### src/rtl/pipe_pkg.sv
// Shared types and constants for the pipeline stall/flush controller.
package pipe_pkg;

  typedef enum logic [1:0] {
    StRun   = 2'd0,
    StFlush = 2'd1
  } pipe_state_e;

  localparam logic [1:0] PCSEL_SEQ = 2'd0;
  localparam logic [1:0] PCSEL_EXC = 2'd1;
  localparam logic [1:0] PCSEL_EPC = 2'd2;

  localparam int unsigned DEFAULT_MULT_CYCLES = 5;
  localparam int unsigned DEFAULT_DIV_CYCLES  = 10;

endpackage

### src/rtl/pipe_ctrl_if.sv
// Hazard inputs and pipe-register control outputs of pipe_ctrl.
// PIPE_CTRL_PERF_EN adds the stall/flush performance counters.
interface pipe_ctrl_if;
  logic        stall_req_d;
  logic        md_start_e;
  logic        md_is_div_e;
  logic        md_use_d;
  logic        exc_m;
  logic        eret_m;
  logic        pc_en;
  logic        d_en;
  logic        clr_d;
  logic        clr_e;
  logic        clr_m;
  logic        clr_w;
  logic [1:0]  pc_sel;
  logic        md_busy;
  logic        md_go;
  logic [1:0]  state;
`ifdef PIPE_CTRL_PERF_EN
  logic [31:0] stall_cnt;
  logic [31:0] flush_cnt;
`endif

  modport master (
    input  stall_req_d, md_start_e, md_is_div_e, md_use_d, exc_m, eret_m,
    output pc_en, d_en, clr_d, clr_e, clr_m, clr_w, pc_sel, md_busy, md_go, state
`ifdef PIPE_CTRL_PERF_EN
    , output stall_cnt, flush_cnt
`endif
  );

  modport slave (
    output stall_req_d, md_start_e, md_is_div_e, md_use_d, exc_m, eret_m,
    input  pc_en, d_en, clr_d, clr_e, clr_m, clr_w, pc_sel, md_busy, md_go, state
`ifdef PIPE_CTRL_PERF_EN
    , input stall_cnt, flush_cnt
`endif
  );
endinterface

### src/rtl/pipe_ctrl_md_seq.sv
// Mult/div busy sequencer: qualifies the start and counts down the busy window.
module md_seq #(
  parameter int unsigned MULT_CYCLES = 5,
  parameter int unsigned DIV_CYCLES  = 10
) (
  input  logic clk,
  input  logic reset_n,
  input  logic start_i,
  input  logic is_div_i,
  input  logic exc_i,
  input  logic eret_i,
  input  logic run_i,
  output logic go_o,
  output logic busy_o
);

  localparam int unsigned CntW = $clog2(DIV_CYCLES + 1);

  logic [CntW-1:0] cnt_d, cnt_q;

  // A start that coincides with a redirect belongs to a squashed instruction.
  assign go_o   = start_i & ~exc_i & ~eret_i & run_i & reset_n;
  assign busy_o = (cnt_q != '0);

  always_comb begin
    cnt_d = cnt_q;
    if (go_o) begin
      cnt_d = is_div_i ? CntW'(DIV_CYCLES) : CntW'(MULT_CYCLES);
    end else if (cnt_q != '0) begin
      cnt_d = cnt_q - 1'b1;
    end
  end

  always_ff @(posedge clk or negedge reset_n) begin
    if (!reset_n) begin
      cnt_q <= '0;
    end else begin
      cnt_q <= cnt_d;
    end
  end

endmodule

### src/rtl/pipe_ctrl.sv
// Stall/flush controller for the five-stage pipeline; owns the md busy sequencer.
// Optional PIPE_CTRL_PERF_EN adds stall_cnt/flush_cnt counters.
module pipe_ctrl
  import pipe_pkg::*;
#(
  parameter int unsigned MULT_CYCLES = DEFAULT_MULT_CYCLES,
  parameter int unsigned DIV_CYCLES  = DEFAULT_DIV_CYCLES
) (
  input logic         clk,
  input logic         reset_n,
  pipe_ctrl_if.master bus
);

  pipe_state_e state_d, state_q;
  logic        md_go, md_busy, stall;
  logic        pc_en, d_en, clr_d, clr_e, clr_m, clr_w;
  logic [1:0]  pc_sel;
  logic        stall_cyc, flush_ent;

  md_seq #(
    .MULT_CYCLES (MULT_CYCLES),
    .DIV_CYCLES  (DIV_CYCLES)
  ) u_md_seq (
    .clk      (clk),
    .reset_n  (reset_n),
    .start_i  (bus.md_start_e),
    .is_div_i (bus.md_is_div_e),
    .exc_i    (bus.exc_m),
    .eret_i   (bus.eret_m),
    .run_i    (state_q == StRun),
    .go_o     (md_go),
    .busy_o   (md_busy)
  );

  assign stall = bus.stall_req_d | (bus.md_use_d & (md_busy | md_go));

  always_comb begin
    state_d   = state_q;
    pc_en     = 1'b1;
    d_en      = 1'b1;
    clr_d     = 1'b0;
    clr_e     = 1'b0;
    clr_m     = 1'b0;
    clr_w     = 1'b0;
    pc_sel    = PCSEL_SEQ;
    stall_cyc = 1'b0;
    flush_ent = 1'b0;
    if (!reset_n) begin
      pc_en   = 1'b0;
      d_en    = 1'b0;
      clr_d   = 1'b1;
      clr_e   = 1'b1;
      clr_m   = 1'b1;
      clr_w   = 1'b1;
      state_d = StRun;
    end else begin
      unique case (state_q)
        StRun: begin
          if (bus.exc_m || bus.eret_m) begin
            clr_d     = 1'b1;
            clr_e     = 1'b1;
            clr_m     = 1'b1;
            pc_sel    = bus.exc_m ? PCSEL_EXC : PCSEL_EPC;
            flush_ent = 1'b1;
            state_d   = StFlush;
          end else if (stall) begin
            pc_en     = 1'b0;
            d_en      = 1'b0;
            clr_e     = 1'b1;
            stall_cyc = 1'b1;
          end
        end
        StFlush: begin
          // Handler fetch is in flight; drop whatever D picked up meanwhile.
          clr_d   = 1'b1;
          state_d = StRun;
        end
        default: state_d = StRun;
      endcase
    end
  end

  always_ff @(posedge clk or negedge reset_n) begin
    if (!reset_n) begin
      state_q <= StRun;
    end else begin
      state_q <= state_d;
    end
  end

  assign bus.pc_en   = pc_en;
  assign bus.d_en    = d_en;
  assign bus.clr_d   = clr_d;
  assign bus.clr_e   = clr_e;
  assign bus.clr_m   = clr_m;
  assign bus.clr_w   = clr_w;
  assign bus.pc_sel  = pc_sel;
  assign bus.md_busy = md_busy;
  assign bus.md_go   = md_go;
  assign bus.state   = state_q;

`ifdef PIPE_CTRL_PERF_EN
  logic [31:0] stall_cnt_d, stall_cnt_q, flush_cnt_d, flush_cnt_q;

  always_comb begin
    stall_cnt_d = stall_cnt_q + {31'd0, stall_cyc};
    flush_cnt_d = flush_cnt_q + {31'd0, flush_ent};
  end

  always_ff @(posedge clk or negedge reset_n) begin
    if (!reset_n) begin
      stall_cnt_q <= '0;
      flush_cnt_q <= '0;
    end else begin
      stall_cnt_q <= stall_cnt_d;
      flush_cnt_q <= flush_cnt_d;
    end
  end

  assign bus.stall_cnt = stall_cnt_q;
  assign bus.flush_cnt = flush_cnt_q;
`else
  logic unused_perf;
  assign unused_perf = stall_cyc ^ flush_ent;
`endif

endmodule

### src/flat_wrapper.sv
// flat-port wrapper written by rule: the top's interface ports become plain ports
module pipe_ctrl_flat import pipe_pkg::*;
#(
  parameter int unsigned MULT_CYCLES = DEFAULT_MULT_CYCLES,
  parameter int unsigned DIV_CYCLES  = DEFAULT_DIV_CYCLES
)
  (clk, reset_n, bus_stall_req_d, bus_md_start_e, bus_md_is_div_e, bus_md_use_d, bus_exc_m, bus_eret_m, bus_pc_en, bus_d_en, bus_clr_d, bus_clr_e, bus_clr_m, bus_clr_w, bus_pc_sel, bus_md_busy, bus_md_go, bus_state);
  pipe_ctrl_if bus_i ();
  input logic clk;
  input logic reset_n;
  input wire logic [$bits(bus_i.stall_req_d)-1:0] bus_stall_req_d;
  input wire logic [$bits(bus_i.md_start_e)-1:0] bus_md_start_e;
  input wire logic [$bits(bus_i.md_is_div_e)-1:0] bus_md_is_div_e;
  input wire logic [$bits(bus_i.md_use_d)-1:0] bus_md_use_d;
  input wire logic [$bits(bus_i.exc_m)-1:0] bus_exc_m;
  input wire logic [$bits(bus_i.eret_m)-1:0] bus_eret_m;
  output wire logic [$bits(bus_i.pc_en)-1:0] bus_pc_en;
  output wire logic [$bits(bus_i.d_en)-1:0] bus_d_en;
  output wire logic [$bits(bus_i.clr_d)-1:0] bus_clr_d;
  output wire logic [$bits(bus_i.clr_e)-1:0] bus_clr_e;
  output wire logic [$bits(bus_i.clr_m)-1:0] bus_clr_m;
  output wire logic [$bits(bus_i.clr_w)-1:0] bus_clr_w;
  output wire logic [$bits(bus_i.pc_sel)-1:0] bus_pc_sel;
  output wire logic [$bits(bus_i.md_busy)-1:0] bus_md_busy;
  output wire logic [$bits(bus_i.md_go)-1:0] bus_md_go;
  output wire logic [$bits(bus_i.state)-1:0] bus_state;
  assign bus_i.stall_req_d = bus_stall_req_d;
  assign bus_i.md_start_e = bus_md_start_e;
  assign bus_i.md_is_div_e = bus_md_is_div_e;
  assign bus_i.md_use_d = bus_md_use_d;
  assign bus_i.exc_m = bus_exc_m;
  assign bus_i.eret_m = bus_eret_m;
  assign bus_pc_en = bus_i.pc_en;
  assign bus_d_en = bus_i.d_en;
  assign bus_clr_d = bus_i.clr_d;
  assign bus_clr_e = bus_i.clr_e;
  assign bus_clr_m = bus_i.clr_m;
  assign bus_clr_w = bus_i.clr_w;
  assign bus_pc_sel = bus_i.pc_sel;
  assign bus_md_busy = bus_i.md_busy;
  assign bus_md_go = bus_i.md_go;
  assign bus_state = bus_i.state;
  pipe_ctrl #(.MULT_CYCLES(MULT_CYCLES), .DIV_CYCLES(DIV_CYCLES)) u_core (.clk(clk), .reset_n(reset_n), .bus(bus_i));
endmodule
### config.mk
export PLATFORM = sky130hd
export DESIGN_NAME = pipe_ctrl_flat
export DESIGN_NICKNAME = d
export VERILOG_FILES = /design/src/rtl/pipe_pkg.sv /design/src/rtl/pipe_ctrl_if.sv /design/src/rtl/pipe_ctrl_md_seq.sv /design/src/rtl/pipe_ctrl.sv /design/src/flat_wrapper.sv
export SDC_FILE = /design/constraint.sdc
export NUM_CORES = 1
export LEC_CHECK = 0
export ABC_AREA = 1
export ABC_CLOCK_PERIOD_IN_PS = 1400
export CORE_AREA = 2 2 39 41
export CTS_BUF_LIST = sky130_fd_sc_hd__clkbuf_4
export DETAILED_ROUTE_END_ITERATION = 8
export DIE_AREA = 0 0 41 43
export GPL_TIMING_DRIVEN = 0
export PLACE_DENSITY_LB_ADDON = 0.2
export RECOVER_POWER = 25
export SYNTH_ARGS = -nofsm -noshare
export SYNTH_HDL_FRONTEND = slang
export SYNTH_SLANG_ARGS = --single-unit
### constraint.sdc
create_clock -name clk -period 1.4 [get_ports clk]
set_input_delay 0.21 -clock clk [delete_from_list [all_inputs] [get_ports clk]]
set_output_delay 0.21 -clock clk [all_outputs]
set_load 0.005 [all_outputs]
run_1/clocks.png
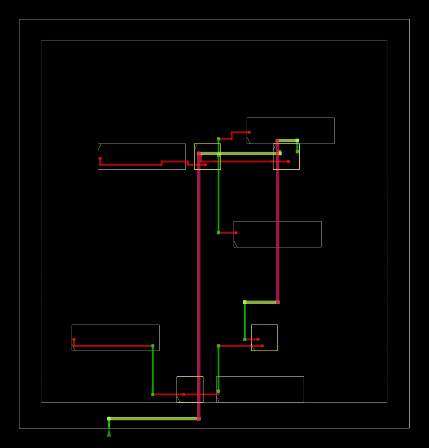
total clock sinks: 5
flip-flop and latch count: 5
clock skew: 0.00214 ns

run_1/clk_routes.png
Bar = 10 um.
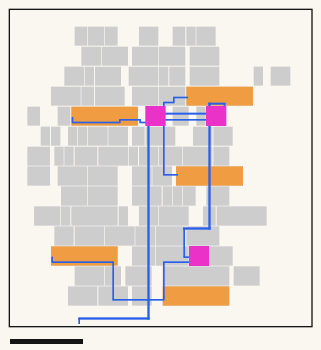
- orange: flip-flops (count 5)
- magenta: clock drivers (count 3)
- blue: clock wires (length 144 um)
- routed clock nets: 4

run_1/power_grid.png
Pins as bars on the die edge. Tap cells in gray.
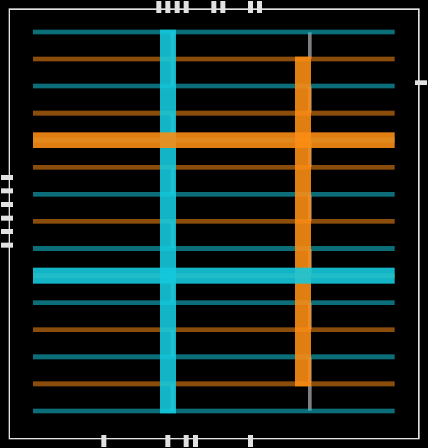
- cyan: VSS
- orange: VDD
- tap cells: 16
- signal pins: 20
- met1 rails: 15

run_1/layer_met2.png
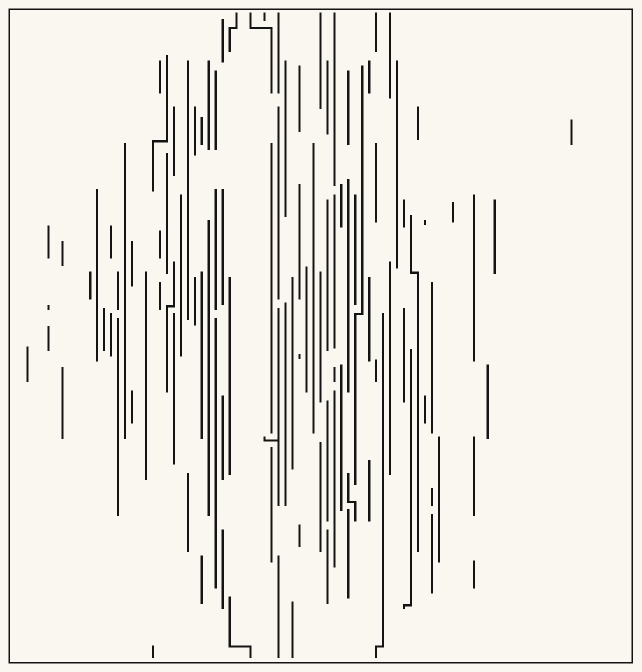
- share of all routed wire: 54%
- wire length on this layer: 777 um
- main direction: vertical
- nets with wire on the layer: 95

==> run 1: layout make-up <==
cell class / count / area share
Multi-Input combinational cell: 32 / 0.306
Inverter: 10 / 0.0480
Tap cell: 16 / 0.0226
Clock buffer: 4 / 0.0339
Timing Repair Buffer: 42 / 0.427
Buffer: 2 / 0.0212
Sequential cell: 5 / 0.141
==> run 1: critical path: cells and delay by family (launching register included) <==
family,cells,cell delay [ns]
adder cells (fa/ha/maj),1,0.12
flip-flops,1,0.39
buffers and inverters,4,0.31
AND/OR/NAND/NOR,6,0.55
==> run 1: cells by family after synthesis <==
| family | after synthesis | synth area share |
|---|---|---|
| fa+ha+maj | 2 | 0.0613 |
| xor+xnor | 2 | 0.0430 |
| compound gates | 7 | 0.107 |
| simple gates | 20 | 0.344 |
| flops | 5 | 0.307 |
| other cells | 1 | 0.00919 |
| buf+inv | 12 | 0.129 |
==> run 1: worst max-delay path by stage <==
stage,from,endpoint,slack (ns),cells after the start
after floorplan,u_core.u_md_seq.cnt_q[0]$_DFFE_PN0N_,bus_pc_en,-0.09,10
after global placement,reset_n,bus_pc_en,-1.07,12
after detailed placement,reset_n,bus_pc_en,-1.08,12
after CTS,u_core.u_md_seq.cnt_q[1]$_DFFE_PN0N_,bus_pc_en,-0.43,11
after global routing,u_core.u_md_seq.cnt_q[0]$_DFFE_PN0N_,bus_pc_en,-0.54,11
final,u_core.u_md_seq.cnt_q[0]$_DFFE_PN0N_,bus_pc_en,-0.44,11
==> run 1: timing repair <==
action	CTS	global route
endpoints found under the setup margin	15	14
hold buffers	1	0
pin swaps	9	10
setup buffers	16	8
resized	49	21
hold endpoints to repair	5	0
==> run 1: state kept, by name, indices dropped and copies added, names as in the netlist <==
register	count
u_core.u_md_seq.cnt_q	4
u_core.bus.state	1
==> git commit body, run 1 <==
Refresh implementation metrics

- Achievable Freq: 542 MHz
- Crit path DRT: 1.19 ns
* Destination of the worst hold path: u_core.bus.state[0]$_DFFE_PN0P_
* Clock power share: 0.152
* Combinational-cell power consumption: 0.000852 W
* Nets@finish: 106
* Final setup fails: 11
- The post-route report lists met1 wire length as 541 um.
- Fraction of final layout cells with drive strength greater than 1: 0.642
- TritonCTS clock tree: built
* OpenROAD warning count: 30
- The sequential power reported by the tool is 0.000277 W.
- The clock passes through at most 2 buffers.
- Fill cell instance count of the final layout: 104
* P&R area growth vs syn: 117%
* Initial drt markers: 1
* Top-Level Pins: 20
- Non-filler cells in the finished layout: 111
- Failing checks: setup timing
- STA classifies the critical path startpoint as a flip-flop.
- The worst setup path is of the reg2out kind.
- Top FF cell, synth: sky130_fd_sc_hd__dfrtp_1
* List of most frequent post-synthesis cells: sky130_fd_sc_hd__inv_1, sky130_fd_sc_hd__nand2_1, sky130_fd_sc_hd__dfrtp_1
- Summed over all nets, the half-perimeter wirelength after detailed placement is 671 um.
- The switching component of the power was reported as 0.000491 W.
* Global-route wire length before repair: 2210 um
* Maximum ir drop on the vdd rail: 878 uV
* Count of vias placed by the detailed router: 484
* Horizontal die dimension: 41 um
* Ys flops: 5
- For the worst setup path, the data arrival time is 1.63 ns.
- Timing analysis after detailed placement gives a worst setup slack of -1.08 ns.
- The synthesized design spends more area on one cell type than any other, namely sky130_fd_sc_hd__dfrtp_1.
* Clock Latency Late Sink: 0.25 ns
* GR Layer Usage met1: 0.207
* Startpoint of the most critical register-to-register path: u_core.u_md_seq.cnt_q[0]$_DFFE_PN0N_
* Start point of the worst hold path: bus_eret_m
* Util after Layout: 0.640
- Yosys reports a chip area of 408 um^2.
- PnR Total Power: 0.00133 W
* Total power divided by cell area: 1500 nW/um^2
- Top cell type by instance count after synthesis: sky130_fd_sc_hd__inv_1
- Per the synthesis report, the number of distinct cell types is 22.
- The floorplan step records an initial core utilization of 0.295.
- For reference, the top cells by area after synthesis are sky130_fd_sc_hd__dfrtp_1, sky130_fd_sc_hd__inv_1, sky130_fd_sc_hd__nand2_1.
- Proportion of synthesized flip-flops having asynchronous set or reset: 1.00
- The number of maximum-capacitance violations recorded for the run is 0.
- In the final timing run, aggregate negative setup slack is -2.33 ns.
- Post-synth seq share: 0.307
- In this run the cell area measured after placement is 608 um^2.
- The final timing report derives a shortest allowable period of 1.84 ns.
* Cells along the critical path: inv_2, ha_4, nor3b_4, nand2_4, nand2_2, nand2_2, nand3_2, nand2_2, inv_2, buf_6, buf_6
- Post-route period utilization is reported as 1.32.
- The number of cells reported by Yosys stat comes to 49.
- The report puts the cell count of the worst reg-to-reg path at 9.
- Post-synth top area share: 0.307
* Met2 wire length: 777 um
- Status: complete, but fails checks
* Worst-case setup margin in the final layout: -0.445 ns
- The final layout contains routed wiring with a total length of 1430 um.
==> run 1 -> run 2 <==
- GPL_ROUTABILITY_DRIVEN: unset -> 1
- SYNTH_HIERARCHICAL: unset -> 1
run_2/clk_routes.png
Bar = 10 um.
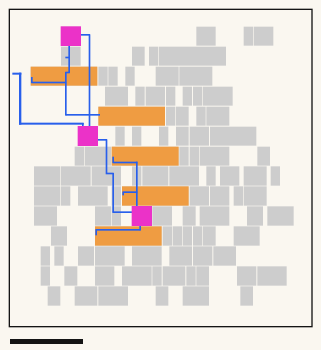
- orange: flip-flops (count 5)
- magenta: clock drivers (count 3)
- blue: clock wires (length 94.1 um)
- routed clock nets: 4

==> git commit body, run 2 <==
Refresh implementation metrics

- The routed wire length is 1040 um (-27%).
- The count of clock tree sinks is 5 (unchanged).
- Area contributors post-synth: sky130_fd_sc_hd__dfrtp_1, sky130_fd_sc_hd__nand2_1, sky130_fd_sc_hd__inv_1
* Maximum number of buffers from clock root to sink: 2 (unchanged)
- Post-synth top area share: 0.275 (-0.0313)
- The number of warning messages in the logs is 29 (-3.3%).
- The total number of vias was 489 (+1.0%).
* Clock-cell share: 0.0371 (+0.00320)
* Count of unique library cells instantiated by Yosys: 20 (-9.1%)
* Nets@finish: 111 (+4.7%)
- Worst-case setup margin in the final layout: -0.349 ns (+0.0956 ns)
* Max Cap Violations: 0 (unchanged)
- GR Layer Usage met1: 0.173 (-0.0339)
- Status: complete, but fails checks
* Number of combinational gates with multiple inputs: 42 (+31%)
- Failing checks: setup timing
- The clock share of power is 0.176 (+0.024).
- The part of the Yosys area used for sequential elements is 0.275 (-0.0313).
- For the worst min-delay path, the startpoint reported by OpenROAD is reset_n.
- Destination of the worst hold path: u_core/bus.state[0]$_DFFE_PN0P_
- Leading cell kind: logic gates
- Crit path kind: reg2out
* Met2 wire length: 574 um (-26%)
* Maximum ir drop on the vdd rail: 621 uV (-29%)
- Metal-1 WL: 432 um (-20%)
- Broken down by cell family, the worst path's largest delay share belongs to flip-flops.
- Startpoint of the most critical register-to-register path: u_core/bus.state[0]$_DFFE_PN0P_
- Multi-input gate share of the layout cell area: 0.362 (+0.0552)
- The violation count after the first detailed-routing iteration came to 3 (+2).
* Yosys stat area: 454 um^2 (+11%)
- The number of setup violations in the final report came to 7 (-4).
- Fill cell instance count of the final layout: 130 (+25%)
* Buffers, non-clock: 34 (-23%)
- Effective utilization at floorplan: 0.328 (+0.0335)
- The power dissipated by switching net loads came to 0.000425 W (-14%).
run_2/sizes.png
Bar = 10 um.
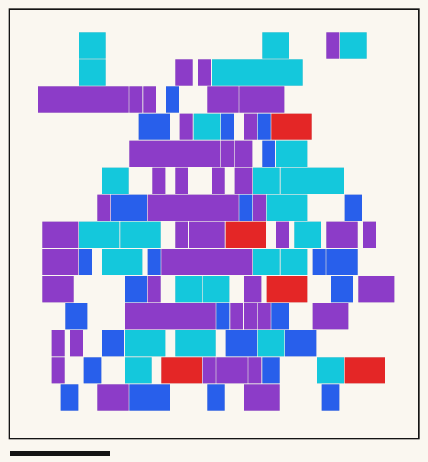
- blue: _2 cells (cells 26; most used inv_2)
- cyan: _3 and _4 cells (cells 24; most used buf_4)
- purple: _0 and _1 cells (cells 45; most used nand2_1)
- red: _6 and larger (cells 5; most used buf_6)

==> run 2: timing repair <==
item                       4_1_cts  5_1_grt
gates resized                   34       16
buffers inserted                10        4
hold buffers                     1        0
hold endpoints to repair         5        0
gates cloned                     0        0
setup endpoints to repair       10        9
pin swaps                        9        5
==> run 2: worst max path at each step <==
stage                                              start   endpoint  cells past startpoint
floorplan           u_core/u_md_seq/cnt_q[0]$_DFFE_PN0P_  bus_pc_en                      7
global placement                                 reset_n  bus_pc_en                     10
detailed placement                               reset_n  bus_pc_en                     10
CTS                 u_core/u_md_seq/cnt_q[1]$_DFFE_PN0P_  bus_pc_en                      9
global route             u_core/bus.state[0]$_DFFE_PN0P_  bus_pc_en                     11
finish              u_core/u_md_seq/cnt_q[1]$_DFFE_PN0P_  bus_pc_en                      9
==> run 2: cells by family (layout without fill, tap and decap cells) <==
logic type,after synthesis,after routing,synth area share
other cells,1,1,0.00826
fa+ha+maj,2,2,0.0551
compound gates,5,5,0.0716
flops,5,5,0.275
buf+inv,17,53,0.168
simple gates,33,33,0.402
xor+xnor,1,1,0.0193
==> run 2: power by group through the flow <==
stage | combinational (W) | sequential (W) | clock [W]
finish | 0.000625 | 0.000257 | 0.000188
global route | 0.000706 | 0.000262 | 0.000203
CTS | 0.000606 | 0.000256 | 0.000198
detailed placement | 0.000532 | 0.000259 | 0
global placement | 0.000527 | 0.000257 | 0
floorplan | 0.000403 | 0.000252 | 0
==> run 2: metrics by stage <==
step | TNS (ns) | area, um^2 | utilization | power, W
floorplan | 0 | 470 | - | 0.000655
global placement | -6.34 | 671 | 0.485 | 0.000784
detailed placement | -6.42 | 671 | 0.485 | 0.000791
CTS | -1.09 | 782 | 0.565 | 0.00106
global route | -1.74 | 810 | 0.585 | 0.00117
finish | -1.20 | 810 | 0.585 | 0.00107
Power figures rest on the tool's default switching activity, not on a simulated workload.
